===== src/rtl/ex_result_buffer_if.sv =====
// EX->MEM result buffer bus: EX push side, MEM pop side, flush and hold.
// Handshake: a transfer occurs on a rising edge where valid and ready are both 1;
// valid never depends on ready, and in_ready never depends on out_ready.
interface ex_result_buffer_if #(
    parameter int WIDTH = 32
);
    logic             flush;
    logic             in_valid;
    logic             in_ready;
    logic [WIDTH-1:0] in_pc;
    logic [WIDTH-1:0] in_result;
    logic             in_ov;
    logic             in_sys;
    logic             in_br;
    logic             in_wen;
    logic [4:0]       in_dst;
    logic             out_valid;
    logic             out_ready;
    logic [WIDTH-1:0] out_pc;
    logic [WIDTH-1:0] out_result;
    logic             out_br;
    logic             out_wen;
    logic [4:0]       out_dst;
    logic             out_exc;
    logic [4:0]       out_exccode;
    logic             hold;

    // The buffer itself.
    modport slave (
        input  flush, in_valid, in_pc, in_result, in_ov, in_sys, in_br, in_wen, in_dst,
        input  out_ready,
        output in_ready, out_valid, out_pc, out_result, out_br, out_wen, out_dst,
        output out_exc, out_exccode, hold
    );

    // The surrounding pipeline (EX producer, MEM consumer, CP0 flush).
    modport master (
        output flush, in_valid, in_pc, in_result, in_ov, in_sys, in_br, in_wen, in_dst,
        output out_ready,
        input  in_ready, out_valid, out_pc, out_result, out_br, out_wen, out_dst,
        input  out_exc, out_exccode, hold
    );
endinterface


===== src/rtl/ex_result_buffer.sv =====
// Registered EX->MEM boundary: captures ALU result and flags, resolves the
// exception code at push, and queues entries in a small FIFO so MEM stalls
// never reach EX combinationally. Outputs come only from registered state.
module ex_result_buffer #(
    parameter int WIDTH   = 32,
    parameter int ENTRIES = 2
) (
    input logic              clk,
    input logic              reset,
    ex_result_buffer_if.slave bus
);
    localparam int PTR_W = (ENTRIES > 1) ? $clog2(ENTRIES) : 1;
    localparam int CNT_W = $clog2(ENTRIES + 1);

    logic [PTR_W-1:0] r_wr_ptr;
    logic [PTR_W-1:0] r_rd_ptr;
    logic [CNT_W-1:0] r_count;
    logic             r_hold;

    logic [WIDTH-1:0] r_pc     [ENTRIES];
    logic [WIDTH-1:0] r_result [ENTRIES];
    logic             r_br     [ENTRIES];
    logic             r_wen    [ENTRIES];
    logic [4:0]       r_dst    [ENTRIES];
    logic             r_exc    [ENTRIES];
    logic [4:0]       r_code   [ENTRIES];

    logic             w_ready;
    logic             w_valid;
    logic             w_push;
    logic             w_pop;
    logic             w_exc;
    logic [4:0]       w_code;

    // Accept only while there is room and no exception is waiting for flush.
    assign w_ready = (r_count < CNT_W'(ENTRIES)) & ~r_hold;
    assign w_valid = (r_count != '0);
    assign w_push  = bus.in_valid & w_ready;
    assign w_pop   = w_valid & bus.out_ready;

    // Syscall outranks overflow when both are flagged.
    assign w_exc  = bus.in_sys | bus.in_ov;
    assign w_code = bus.in_sys ? 5'h08 : (bus.in_ov ? 5'h0C : 5'h00);

    assign bus.in_ready  = w_ready;
    assign bus.out_valid = w_valid;
    assign bus.hold      = r_hold;

    // Pointer, occupancy and exception-hold bookkeeping; flush acts like a soft reset.
    always_ff @(posedge clk) begin
        if (reset || bus.flush) begin
            r_wr_ptr <= '0;
            r_rd_ptr <= '0;
            r_count  <= '0;
            r_hold   <= 1'b0;
        end else begin
            if (w_push) begin
                r_wr_ptr <= r_wr_ptr + PTR_W'(1);
            end
            if (w_pop) begin
                r_rd_ptr <= r_rd_ptr + PTR_W'(1);
            end
            case ({w_push, w_pop})
                2'b10:   r_count <= r_count + CNT_W'(1);
                2'b01:   r_count <= r_count - CNT_W'(1);
                default: r_count <= r_count;
            endcase
            if (w_push && w_exc) begin
                r_hold <= 1'b1;
            end
        end
    end

    // Entry storage; contents are don't-care until counted, so no reset is needed.
    always_ff @(posedge clk) begin
        if (w_push && !bus.flush && !reset) begin
            r_pc[r_wr_ptr]     <= bus.in_pc;
            r_result[r_wr_ptr] <= bus.in_result;
            r_br[r_wr_ptr]     <= bus.in_br;
            r_wen[r_wr_ptr]    <= bus.in_wen & ~w_exc;
            r_dst[r_wr_ptr]    <= bus.in_dst;
            r_exc[r_wr_ptr]    <= w_exc;
            r_code[r_wr_ptr]   <= w_code;
        end
    end

    // Head presentation; zeros while empty so stale storage never leaks out.
    always_comb begin
        bus.out_pc      = '0;
        bus.out_result  = '0;
        bus.out_br      = 1'b0;
        bus.out_wen     = 1'b0;
        bus.out_dst     = 5'd0;
        bus.out_exc     = 1'b0;
        bus.out_exccode = 5'd0;
        if (w_valid) begin
            bus.out_pc      = r_pc[r_rd_ptr];
            bus.out_result  = r_result[r_rd_ptr];
            bus.out_br      = r_br[r_rd_ptr];
            bus.out_wen     = r_wen[r_rd_ptr];
            bus.out_dst     = r_dst[r_rd_ptr];
            bus.out_exc     = r_exc[r_rd_ptr];
            bus.out_exccode = r_code[r_rd_ptr];
        end
    end
endmodule

===== src/flat_wrapper.sv =====
// flat-port wrapper written by rule: the top's interface ports become plain ports
module ex_result_buffer_flat 
#(
    parameter int WIDTH   = 32,
    parameter int ENTRIES = 2
)
  (clk, reset, bus_flush, bus_in_valid, bus_in_pc, bus_in_result, bus_in_ov, bus_in_sys, bus_in_br, bus_in_wen, bus_in_dst, bus_out_ready, bus_in_ready, bus_out_valid, bus_out_pc, bus_out_result, bus_out_br, bus_out_wen, bus_out_dst, bus_out_exc, bus_out_exccode, bus_hold);
  ex_result_buffer_if #(.WIDTH(WIDTH)) bus_i ();
  input logic clk;
  input logic reset;
  input wire logic [$bits(bus_i.flush)-1:0] bus_flush;
  input wire logic [$bits(bus_i.in_valid)-1:0] bus_in_valid;
  input wire logic [$bits(bus_i.in_pc)-1:0] bus_in_pc;
  input wire logic [$bits(bus_i.in_result)-1:0] bus_in_result;
  input wire logic [$bits(bus_i.in_ov)-1:0] bus_in_ov;
  input wire logic [$bits(bus_i.in_sys)-1:0] bus_in_sys;
  input wire logic [$bits(bus_i.in_br)-1:0] bus_in_br;
  input wire logic [$bits(bus_i.in_wen)-1:0] bus_in_wen;
  input wire logic [$bits(bus_i.in_dst)-1:0] bus_in_dst;
  input wire logic [$bits(bus_i.out_ready)-1:0] bus_out_ready;
  output wire logic [$bits(bus_i.in_ready)-1:0] bus_in_ready;
  output wire logic [$bits(bus_i.out_valid)-1:0] bus_out_valid;
  output wire logic [$bits(bus_i.out_pc)-1:0] bus_out_pc;
  output wire logic [$bits(bus_i.out_result)-1:0] bus_out_result;
  output wire logic [$bits(bus_i.out_br)-1:0] bus_out_br;
  output wire logic [$bits(bus_i.out_wen)-1:0] bus_out_wen;
  output wire logic [$bits(bus_i.out_dst)-1:0] bus_out_dst;
  output wire logic [$bits(bus_i.out_exc)-1:0] bus_out_exc;
  output wire logic [$bits(bus_i.out_exccode)-1:0] bus_out_exccode;
  output wire logic [$bits(bus_i.hold)-1:0] bus_hold;
  assign bus_i.flush = bus_flush;
  assign bus_i.in_valid = bus_in_valid;
  assign bus_i.in_pc = bus_in_pc;
  assign bus_i.in_result = bus_in_result;
  assign bus_i.in_ov = bus_in_ov;
  assign bus_i.in_sys = bus_in_sys;
  assign bus_i.in_br = bus_in_br;
  assign bus_i.in_wen = bus_in_wen;
  assign bus_i.in_dst = bus_in_dst;
  assign bus_i.out_ready = bus_out_ready;
  assign bus_in_ready = bus_i.in_ready;
  assign bus_out_valid = bus_i.out_valid;
  assign bus_out_pc = bus_i.out_pc;
  assign bus_out_result = bus_i.out_result;
  assign bus_out_br = bus_i.out_br;
  assign bus_out_wen = bus_i.out_wen;
  assign bus_out_dst = bus_i.out_dst;
  assign bus_out_exc = bus_i.out_exc;
  assign bus_out_exccode = bus_i.out_exccode;
  assign bus_hold = bus_i.hold;
  ex_result_buffer #(.WIDTH(WIDTH), .ENTRIES(ENTRIES)) u_core (.clk(clk), .reset(reset), .bus(bus_i));
endmodule

===== config.mk =====
export PLATFORM = sky130hd
export DESIGN_NAME = ex_result_buffer_flat
export DESIGN_NICKNAME = d
export VERILOG_FILES = /design/src/rtl/ex_result_buffer_if.sv /design/src/rtl/ex_result_buffer.sv /design/src/flat_wrapper.sv
export SDC_FILE = /design/constraint.sdc
export NUM_CORES = 1
export LEC_CHECK = 0
export ABC_AREA = 1
export CAP_MARGIN = 20
export CORE_MARGIN = 4
export CORE_UTILIZATION = 46
export CTS_CLUSTER_DIAMETER = 60
export DETAILED_ROUTE_END_ITERATION = 7
export PLACE_DENSITY = 0.83
export SETUP_SLACK_MARGIN = 0.05
export SLEW_MARGIN = 15
export SYNTH_ARGS = -nofsm -noshare
export SYNTH_HDL_FRONTEND = slang
export SYNTH_SLANG_ARGS = --single-unit

===== constraint.sdc =====
create_clock -name clk -period 9 [get_ports clk]
set_input_delay 1.35 -clock clk [delete_from_list [all_inputs] [get_ports clk]]
set_output_delay 1.35 -clock clk [all_outputs]
set_load 0.02 [all_outputs]

==> run_1/m3.png <==
Scale bar: 20 um.
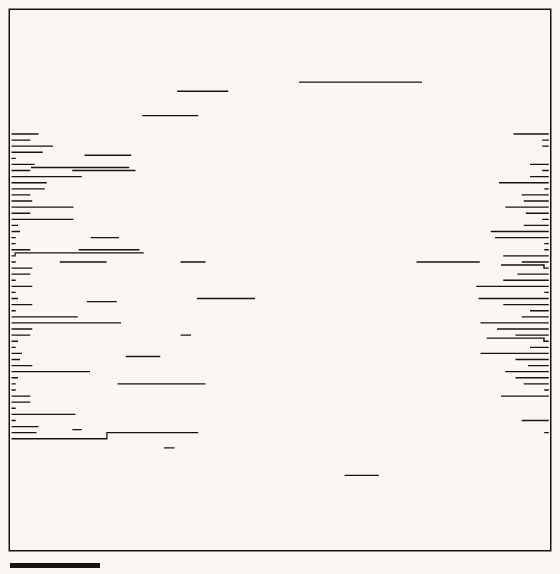
107 nets have wire on it. The layer holds 6.6% of the routed length. The layer carries 820 um of wire. The longest straight run is 28.5 um.

==> run_1/port_trees.png <==
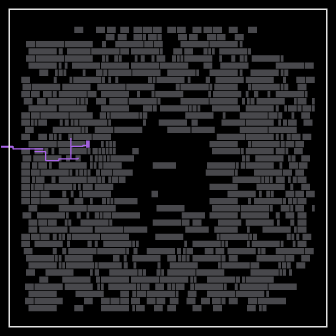
`bus_in_ready`: drawn in purple, direction output, edge left, end cells 1, buffers 1, wire 48.3 um.

==> changes_impl.md, run 1 <==
### Implementation results

- Seq share, synth: 77.4%
- Adder-cell area share of the yosys netlist: 0.215%
- Most numerous logic cell after layout: clkdlybuf4s50_1
- Dominant kind of combinational cell: simple AND/OR/NAND/NOR gates
- Critical Path Slowest Stage Cell: buf_4
- Final setup fails: 0
- DPL Wire Length: 8.08 mm
- Area leader, netlist: edfxtp_1
- Crit. End Element: primary output
- Status: completed
- CP max stage delay: 0.60 ns
- Total Neg Setup Slack: 0 ns
- Top-count cell post-synth: nand2_1
- AO/OA Area Share: 6.62%
- Relative slew slack: 31.4%
- Hold WS: 0.490 ns
- Routed vias: 3,771
- Critical path peak fanout: 74
- Clock Tree Root: clkbuf_16
- Seq pwr: 0.795 mW
- Yosys warnings: 0
- Fp_density: 47.7%
- Max Root-Sink Buffers: 2
- CTS hold repair buffers: 0
- Max Slew Vio Count: 0
- Main synth FF type: edfxtp_1
- Setup CP Type: reg2out
- Synth Area in Simple Gates: 11.4%
- Largest net degree at the start of global routing: 75
- Nets: 675
- Slew @ Worst Pin: 1.03 ns
- Pwr Density: 209 nW/um^2
- Crit path DRT: 7.65 ns
- Total power: 1.69 mW
- Reg2Reg Depth: 4
- First-pass GRT wire length: 19.7 mm
- Final instance area: 8080 sq um
- Met2 wire length: 6.37 mm
- Worst setup endpoint: bus_out_result[11]
- YS chip area: 5820 sq um
- # H-tree levels: 4
- Met3 WL: 820 um
- Switching share of power: 20.0%
- Clk pin slew, worst setup/hold paths: 0.06 ns
- GRT met3 Usage: 4.96%
- Min-delay worst type: reg2reg
- N_diodes: 0
- Die height: 120 um
- Critical Path AT: 2.91 ns
- Clk power: 0.748 mW
- Synth-to-Final Area Change: 38.9%
- Cell internal pwr: 1.35 mW
- Leading power group: sequential cells
- Drt drc: 0
- I/O pin count: 158
- Initial antenna violation count: 0
- Setup bufs post-CTS: 0
- Clk sinks: 152
- R2r endpoint: u_core.r_pc[0][30]$_DFFE_PP_
- Placed instance count: 745
- CTS tree: yes
- Synth Cell Area: 5820 sq um
- Cell family with most CP delay: buffers and inverters
- Ys async rst share: 0%
- Tcrit/Tclk final: 47.3%
- Top logic cells by instance count in the layout: clkdlybuf4s50_1 (154), nand2_1 (153), edfxtp_1 (146)
- Chip area: 14,500 sq um
- Worst Path Buf+Inv: 4
- Worst Hold Depth: 2
==> run_1/placed.png <==
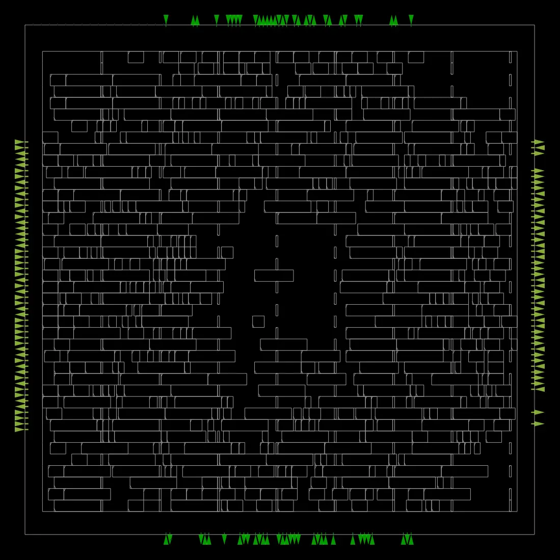
final cell count without fillers: 776
Core Util, Final: 66.2%
Layout fillers: 919
num rows: 40

[run 1: sequential cells by signal, indices dropped and copies added (netlist names), 2 cells and up, named ones only]
| register | cells |
|---|---|
| u_core.r_br | 2 |
| u_core.r_result | 64 |
| u_core.r_code | 3 |
| u_core.r_wen | 2 |
| u_core.r_dst | 10 |
| u_core.r_pc | 64 |
| u_core.r_count | 2 |
[run 1: area by class of cell]
| type | instances | area [sq um] | share of cell area, % |
|---|---|---|---|
| Sequential cell | 152 | 4510 | 55.8 |
| Inverter | 11 | 41.3 | 0.511 |
| Multi-Input combinational cell | 254 | 1090 | 13.5 |
| Tap cell | 168 | 210 | 2.60 |
| Timing Repair Buffer | 160 | 1600 | 19.8 |
| Clock inverter | 12 | 201 | 2.49 |
| Clock buffer | 19 | 433 | 5.36 |
==> run_1/gates.png <==
Scale bar: 20 um.
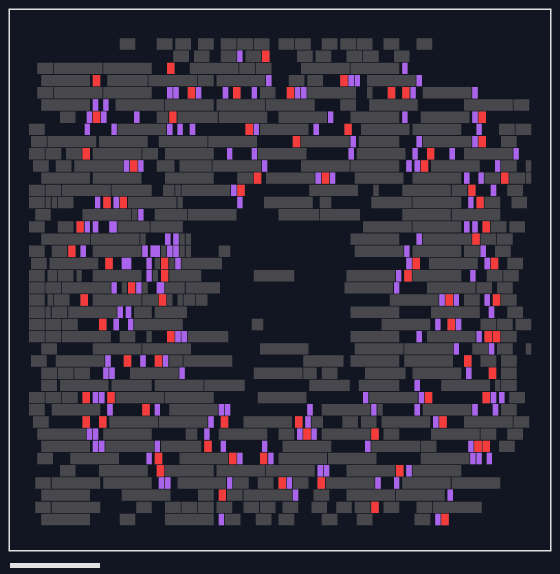

## Run 2: what changed since run 1
clock period = 4 ns   (was 9 ns; I/O delays follow)
==> run_2/gates.png <==
Scale bar: 20 um.
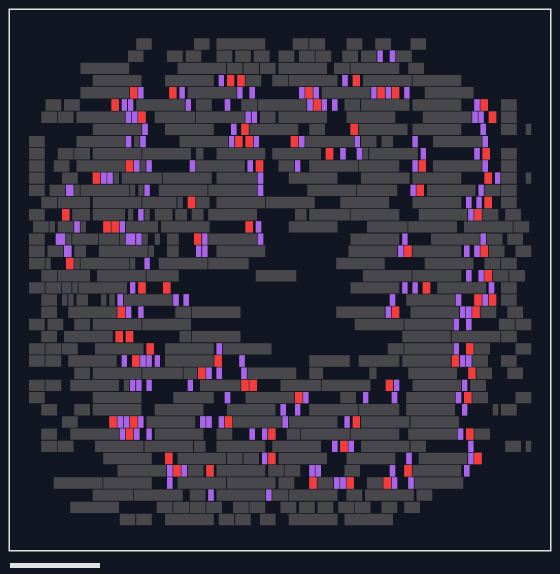
aoi and oai cells: drawn in red, cells 77, most used a21oi_1, where widely spread. nand cells: drawn in purple, cells 157, most used nand2_1, where widely spread.

==> run_2/util_map.png <==
The die is cut into 12 by 12 equal tiles; black is low, pale yellow is high, 0 to 100% covered.
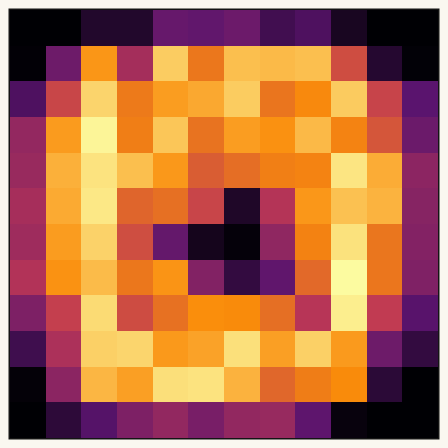
The mean over all tiles is 54%. 35% of the tiles are over 75% full. 8.3% of the tiles are nearly empty. The fullest tile reaches 99%.

==> run 2 against run 1 <==
Net effect: synthesized cell count is the same; global-route usage rose by 0.16 points; final cell count grew 0.52%; combinational power is 130% higher; non-clock buffer count increased by 3; largest cell class unchanged; critical path depth is 1 lower; clock power up 120%; largest power group unchanged; power up 120%; core utilization about the same; clock skew grew 0.0023 ns; register-to-register slack got worse by 4.4 ns; flip-flop count stayed put.
==> changes_impl.md, run 2 <==
### Implementation results

- Status: completed
- First-pass GRT wire length: 19.6 mm (-0.53%)
- Crit. End Element: primary output
- Synth Cell Area: 5820 sq um (unchanged)
- Multi-input gate share of total cell area: 13.6% (+0.086 points)
- Clk pin slew, worst setup/hold paths: 0.06 ns (about the same)
- Relative slew slack: 49.6% (+18 points)
- Largest cell class by area: registers
- Worst Path Buf+Inv: 3 (-1)
- CTS hold repair buffers: 0 (unchanged)
- Top logic cells by instance count in the layout: clkdlybuf4s50_1 (154), nand2_1 (153), edfxtp_1 (146)
- Fraction of area in registers: 55.8% (about the same)
- Synth Area in Simple Gates: 11.4% (unchanged)
- Critical Path Slowest Stage Cell: clkdlybuf4s50_1
- Routed vias: 3,855 (+2.2%)
- Max Slew Vio Count: 0 (unchanged)
- Placed cell area: 7460 sq um
- Top-area cell share: 75.3%
- Yosys warnings: 0 (unchanged)
- Layout non-clock buf frac: 19.9% (+0.14 points)
- Comb area: 1100 sq um (+0.57%)
- Nets: 678 (+0.44%)
- Core Util, Final: 66.1% (about the same)
- Top-count cell post-synth: nand2_1
- Most numerous logic cell after layout: clkdlybuf4s50_1
- Switching share of power: 20.3% (+0.33 points)
- N_diodes: 0 (unchanged)
- Largest net degree at the start of global routing: 74 (-1.3%)
- Biggest registers after layout: u_core.r_pc: 64 flops, u_core.r_result: 64 flops, u_core.r_dst: 10 flops
- Ys async rst share: 0% (unchanged)
- Buffers excl. clock: 163 (+1.9%)
- Crit path DRT: 3.40 ns (-4.25 ns)
- Final cell count without fillers: 780 (+0.52%)
- Leading power group: sequential cells
- Pwr Density: 463 nW/um^2 (+120%)
- #MultiIn Comb: 254 (unchanged)
- Critical Path AT: 2.42 ns (-0.49 ns)
- AO/OA Area Share: 6.62% (unchanged)
- Max Root-Sink Buffers: 2 (unchanged)
- Die height: 120 um (unchanged)
- Adder-cell area share of the yosys netlist: 0.215% (unchanged)
- Tcrit/Tclk final: 75.4%
- Post-CTS Resized: 0
- Clk sinks: 152 (unchanged)
- Critical path peak fanout: 27 (-64%)
- Total power: 3.74 mW (+120%)
- Tapcells: 168 (unchanged)
- Met2 wire length: 6.25 mm (-1.9%)
- GRT met3 Usage: 5.33% (+0.37 points)
- Final instance area: 8080 sq um (about the same)
- Placed instance count: 748 (+0.40%)
- CP max stage delay: 0.66 ns (+0.06 ns)
- Main synth FF type: edfxtp_1
- DPL Wire Length: 8.17 mm (+1.1%)
- Fp_density: 47.7% (unchanged)
- Tmin final: 3.02 ns
- Hold WS: 0.484 ns (-0.00553 ns)
- Min-delay worst type: reg2reg
- Chip area: 14,500 sq um (unchanged)
- Setup CP Type: reg2out
- CTS tree: yes
- YS chip area: 5820 sq um (unchanged)
- Slew @ Worst Pin: 0.756 ns (-0.270 ns)
- Total Neg Setup Slack: 0 ns (unchanged)
- FF-to-FF Start: u_core.r_count[1]$_SDFFE_PP0P_
- Clock buffer cells: 20 (+1)
- Clk power: 1.62 mW (+120%)
- Dominant kind of combinational cell: simple AND/OR/NAND/NOR gates
- Num rows: 40 (unchanged)
- Layout fillers: 900 (-2.1%)
- I/O pin count: 158 (unchanged)
- Inverter count: 11 (unchanged)
- Clk tree area frac: 7.59% (-0.26 points)
- FF+latch area: 4510 sq um (unchanged)
- Area leader, netlist: edfxtp_1
- Setup bufs post-CTS: 0 (unchanged)
- Cell family with most CP delay: buffers and inverters
- Cell internal pwr: 2.98 mW (+120%)
- Seq share, synth: 77.4% (unchanged)
- Synth-to-Final Area Change: 38.8% (about the same)
==> run_2/port_trees.png <==
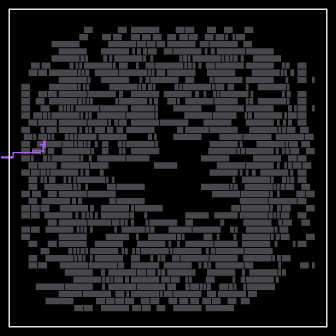
`bus_in_ready`: drawn in purple, direction output, edge left, end cells 1, buffers 1, wire 22.4 um.

==> run 2: netlist changes by cell type in the layout (fill, tap and decap cells not counted), sizes merged <==
cell | before | now
clkinv | 3 | 7
clkbuf | 19 | 20
buf | 6 | 9
bufinv | 5 | 4
clkinvlp | 4 | 1
==> run 2: path summary, 6_finish.rpt <==
check,endpoint,cells after the start
min,u_core.bus.hold$_SDFFE_PP0P_,2
min reg2reg,u_core.bus.hold$_SDFFE_PP0P_,2
max,bus_out_exccode[3],5
max reg2reg,u_core.r_result[0][3]$_DFFE_PP_,4
==> run 2: cell families after synthesis <==
logic type	Yosys count
AND/OR/NAND/NOR	173
buffers and inverters	38
flip-flops	152
adder cells (fa/ha/maj)	1
other	1
AND-OR/OR-AND	77
Power and IR drop assume default switching activity.
